File: src/rtl/shift_register_xfer.sv
// ============================================================================
// shift_register_xfer : word <-> serial transfer engine, LANES bits per step.
// Optional macro SHIFT_REGISTER_XFER_ROTATE_EN adds a rotate input port.
// Revision: 1.0
// ============================================================================
`default_nettype none

module shift_register_xfer #(
  parameter int WIDTH = 8,
  parameter int LANES = 1
) (
  input  logic             clk,
  input  logic             rst,
  input  logic             en,
  input  logic             direction,
`ifdef SHIFT_REGISTER_XFER_ROTATE_EN
  input  logic             rotate,
`endif
  input  logic             load_valid,
  output logic             load_ready,
  input  logic [WIDTH-1:0] parallel_in,
  input  logic [LANES-1:0] in,
  output logic [LANES-1:0] out,
  output logic [WIDTH-1:0] parallel_out,
  output logic             busy,
  output logic             done
);

  localparam int STEPS = WIDTH / LANES;
  localparam int CW    = (STEPS > 1) ? $clog2(STEPS) : 1;

  generate
    if (WIDTH < 2 || LANES < 1 || (WIDTH % LANES) != 0) begin : g_bad_param
      $error("shift_register_xfer: WIDTH must be >= 2 and a multiple of LANES");
    end
  endgenerate

  typedef enum logic [0:0] {
    IDLE  = 1'b0,
    SHIFT = 1'b1
  } state_t;

  state_t           r_state, w_state_nxt;
  logic [WIDTH-1:0] r_shreg, w_shreg_nxt;
  logic [CW-1:0]    r_cnt,   w_cnt_nxt;
  logic             r_dir,   w_dir_nxt;
  logic             r_done,  w_done_nxt;
  logic             r_rot,   w_rot_nxt;
  logic [LANES-1:0] w_exit;
  logic [LANES-1:0] w_enter;
  logic [WIDTH-1:0] w_shl;
  logic [WIDTH-1:0] w_shr;

  assign w_exit = r_dir ? r_shreg[LANES-1:0] : r_shreg[WIDTH-1 -: LANES];

  // Rotate feeds the exiting group back in, so the word survives the transfer.
`ifdef SHIFT_REGISTER_XFER_ROTATE_EN
  assign w_enter = r_rot ? w_exit : in;
`else
  assign w_enter = in;
`endif

  generate
    if (LANES == WIDTH) begin : g_full_width
      assign w_shl = w_enter;
      assign w_shr = w_enter;
    end else begin : g_partial
      assign w_shl = {r_shreg[WIDTH-LANES-1:0], w_enter};
      assign w_shr = {w_enter, r_shreg[WIDTH-1:LANES]};
    end
  endgenerate

  always_comb begin
    w_state_nxt = r_state;
    w_shreg_nxt = r_shreg;
    w_cnt_nxt   = r_cnt;
    w_dir_nxt   = r_dir;
    w_rot_nxt   = r_rot;
    w_done_nxt  = 1'b0;
    load_ready  = 1'b0;
    busy        = 1'b0;
    case (r_state)
      IDLE: begin
        load_ready = 1'b1;
        if (load_valid) begin
          w_shreg_nxt = parallel_in;
          w_dir_nxt   = direction;
`ifdef SHIFT_REGISTER_XFER_ROTATE_EN
          w_rot_nxt   = rotate;
`endif
          w_cnt_nxt   = '0;
          w_state_nxt = SHIFT;
        end
      end
      SHIFT: begin
        busy = 1'b1;
        if (en) begin
          w_shreg_nxt = r_dir ? w_shr : w_shl;
          if (r_cnt == CW'(STEPS - 1)) begin
            w_cnt_nxt   = '0;
            w_state_nxt = IDLE;
            w_done_nxt  = 1'b1;
          end else begin
            w_cnt_nxt = r_cnt + 1'b1;
          end
        end
      end
      default: w_state_nxt = IDLE;
    endcase
  end

  always_ff @(posedge clk) begin
    if (rst) begin
      r_state <= IDLE;
      r_shreg <= '0;
      r_cnt   <= '0;
      r_dir   <= 1'b0;
      r_rot   <= 1'b0;
      r_done  <= 1'b0;
    end else begin
      r_state <= w_state_nxt;
      r_shreg <= w_shreg_nxt;
      r_cnt   <= w_cnt_nxt;
      r_dir   <= w_dir_nxt;
      r_rot   <= w_rot_nxt;
      r_done  <= w_done_nxt;
    end
  end

  assign out          = w_exit;
  assign parallel_out = r_shreg;
  assign done         = r_done;

endmodule

`default_nettype wire

File: config.mk
export PLATFORM = sky130hd
export DESIGN_NAME = shift_register_xfer
export DESIGN_NICKNAME = d
export VERILOG_FILES = /design/src/rtl/shift_register_xfer.sv
export SDC_FILE = /design/constraint.sdc
export NUM_CORES = 1
export LEC_CHECK = 0
export CAP_MARGIN = 20
export CORE_ASPECT_RATIO = 0.9
export CORE_MARGIN = 1.5
export CORE_UTILIZATION = 47
export DETAILED_ROUTE_END_ITERATION = 6
export PLACE_DENSITY = 0.82
export SLEW_MARGIN = 30
export SYNTH_ARGS = -nofsm -noshare
export SYNTH_HDL_FRONTEND = slang
export SYNTH_SLANG_ARGS = --single-unit
export TNS_END_PERCENT = 30
File: constraint.sdc
create_clock -name clk -period 1.7 [get_ports clk]
set_input_delay 0.51 -clock clk [delete_from_list [all_inputs] [get_ports clk]]
set_output_delay 0.51 -clock clk [all_outputs]
set_load 0.02 [all_outputs]
Run 1, signal metal coverage by tile:
Scale: 6 px per um. 9 x 8 tiles, from dark purple (low) to yellow (high), scaled to the fullest tile. Values are wire area over tile area, all layers added.
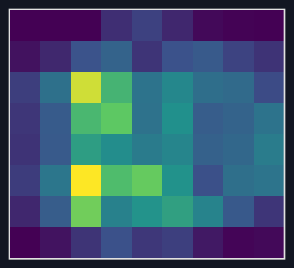
- fullest tile: 0.50
- tiles over half the peak: 17%
- densest ninth of the die: centre

Run 1, the metal 3 layer:
Scale: 10 px per um. Cells faint in the background.
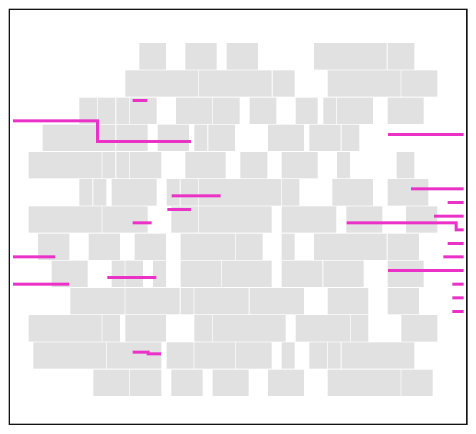
- share of all routed wire: 4.7%
- main direction: horizontal

==> impl_metrics.env <==
# yosys + openroad results
export IMPL_area_delta_synth_final_pct=38.1
export IMPL_holdCritPathClass="flop to flop"
export IMPL_max_freq_mhz=614
export IMPL_whs_ns=0.523
export IMPL_p_leak_nw=0.451
export IMPL_ios=26
export IMPL_dieHeight_um=41.4
export IMPL_hold_viol=0
export IMPL_numPortBuffers=25
export IMPL_area_leaders="dfxtp_1, a221oi_2, mux2_2"
export IMPL_grt_usage_pct=23.6
export IMPL_ant_nets=0
export IMPL_drive_above_1_share_pct=29.4
export IMPL_maxCapViolations=0
export IMPL_first_iter_violations=11
export IMPL_syn_area_per_cell_um2=10.5
export IMPL_yosys_area_um2=768
export IMPL_status="completed"
export IMPL_clock_latency_ns=0.29
export IMPL_hold_buffers=0
export IMPL_crit_path_end_kind="primary output"
export IMPL_grt_overflow=0
export IMPL_routedWlPerCell_um=15.0
export IMPL_cts_made_buffers=3
export IMPL_fp_util_pct=51.9
export IMPL_die_area_um2=1890
export IMPL_rsz0062_at_grt="no"
export IMPL_yosysSeqAreaShare_pct=36.5
export IMPL_nNetsFinal=119
export IMPL_place_congestion=0.727
Run 1, cells coloured by class:
Scale: 12 px per um.
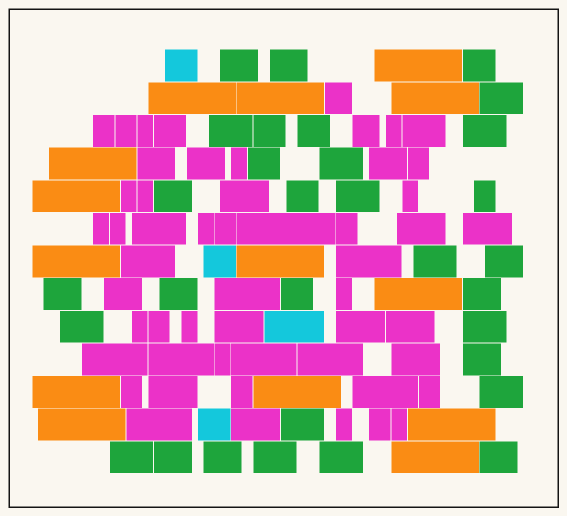
- magenta: remaining logic cells (cells 53; share of their area 43%)
- cyan: clock drivers and dummy loads (cells 4; share of their area 3.5%)
- green: remaining buffers and delay cells (cells 31; share of their area 27%)
- orange: sequential cells (cells 14; share of their area 27%)

Run 1, pin map:
Scale: 8 px per um. Pins as bars across the die edge, other pins in grey.
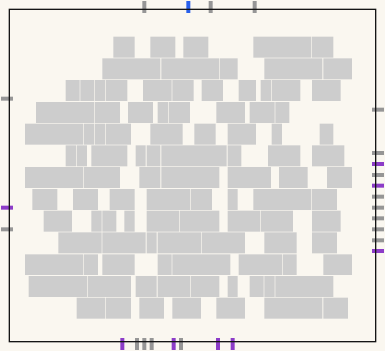
- purple: parallel_in (pins 8; direction input; edge 4 bottom, 3 right, 1 left)
- blue: done (pins 1; direction output; edge top)

[run 1: synth_stat cells, drive strengths merged]
| master | count |
|---|---|
| mux2i | 2 |
| dfxtp | 14 |
| a32oi | 2 |
| clkbuf | 1 |
| a221oi | 8 |
| nor3 | 9 |
| a21oi | 1 |
| nor2b | 1 |
| a311oi | 1 |
| nand2 | 1 |
| buf | 5 |
| inv | 1 |
| nor3b | 1 |
| nor2 | 14 |
| ha | 2 |
| mux2 | 10 |
[run 1: layer usage]
layer | global-route usage [%] | vias to the layer above | wire length, um
li1 | - | 330 | -
met1 | 30.6 | 319 | 898
met2 | 37.3 | 21 | 844
met3 | 5.60 | 5 | 86
met4 | 11.0 | 0 | 31
met5 | 0 | - | 0
[run 1: logic make-up (layout without fill, tap and decap cells)]
family / count (synthesis) / after routing / share of synthesized area, %
AND-OR/OR-AND: 12 / 12 / 18.9
multiplexers: 12 / 12 / 19.4
flip-flops: 14 / 14 / 36.5
buffers and inverters: 7 / 36 / 6.68
adder cells (fa/ha/maj): 2 / 2 / 3.26
AND/OR/NAND/NOR: 26 / 26 / 15.3
[run 1: critical path: stages, from the launching register on]
cell and delay (ns):
dfxtp_1 0.35, mux2_2 0.33, buf_2 0.16
[run 1: what timing repair did]
action	4_1_cts	5_1_grt
resized	15	0
setup buffers	0	0
hold endpoints to repair	0	0
setup endpoints to repair	12	0
[run 1: through the flow]
step | power [mW] | utilization (%) | worst slack [ns] | area [um^2]
after floorplan | 0.531 | - | 0.221 | 768
after global placement | 0.627 | 70.5 | -0.125 | 1040
after detailed placement | 0.635 | 70.5 | -0.186 | 1040
after CTS | 0.861 | 71.7 | 0.0550 | 1060
after global routing | 0.904 | 71.7 | 0.0253 | 1060
final | 0.855 | 71.7 | 0.0709 | 1060
[run 1: where the power goes]
part / switching (mW) / leakage (nW) / internal (mW) / total, mW
Sequential: 0.0227 / 0.116 / 0.351 / 0.374
Clock: 0.114 / 0.0210 / 0.131 / 0.245
Combinational: 0.120 / 0.314 / 0.117 / 0.236
[run 1: registers in the layout (all words and copies together), names as in the netlist]
register      cells
r_state           1
r_cnt             3
r_dir             1
parallel_out      8
done              1
[run 1: worst paths after layout]
check                           depth (start not counted)                    startpoint  slack, ns                            to
worst max-delay path                                    2            r_dir$_SDFFE_PP0P_       0.07                           out
worst min-delay path                                    2  parallel_out[7]$_SDFFE_PP0P_       0.52  parallel_out[7]$_SDFFE_PP0P_
worst max register to register                          4            r_state$_SDFF_PP0_       0.18  parallel_out[4]$_SDFFE_PP0P_
worst min register to register                          2  parallel_out[7]$_SDFFE_PP0P_       0.52  parallel_out[7]$_SDFFE_PP0P_
[run 1: cell type report]
type / instances / area (um^2)
Multi-Input combinational cell: 52 / 437
Sequential cell: 14 / 280
Tap cell: 22 / 27.5
Timing Repair Buffer: 31 / 277
Fill cell: 119 / 419
Clock buffer: 4 / 36.3
Inverter: 1 / 3.75
Power and IR drop assume default switching activity.
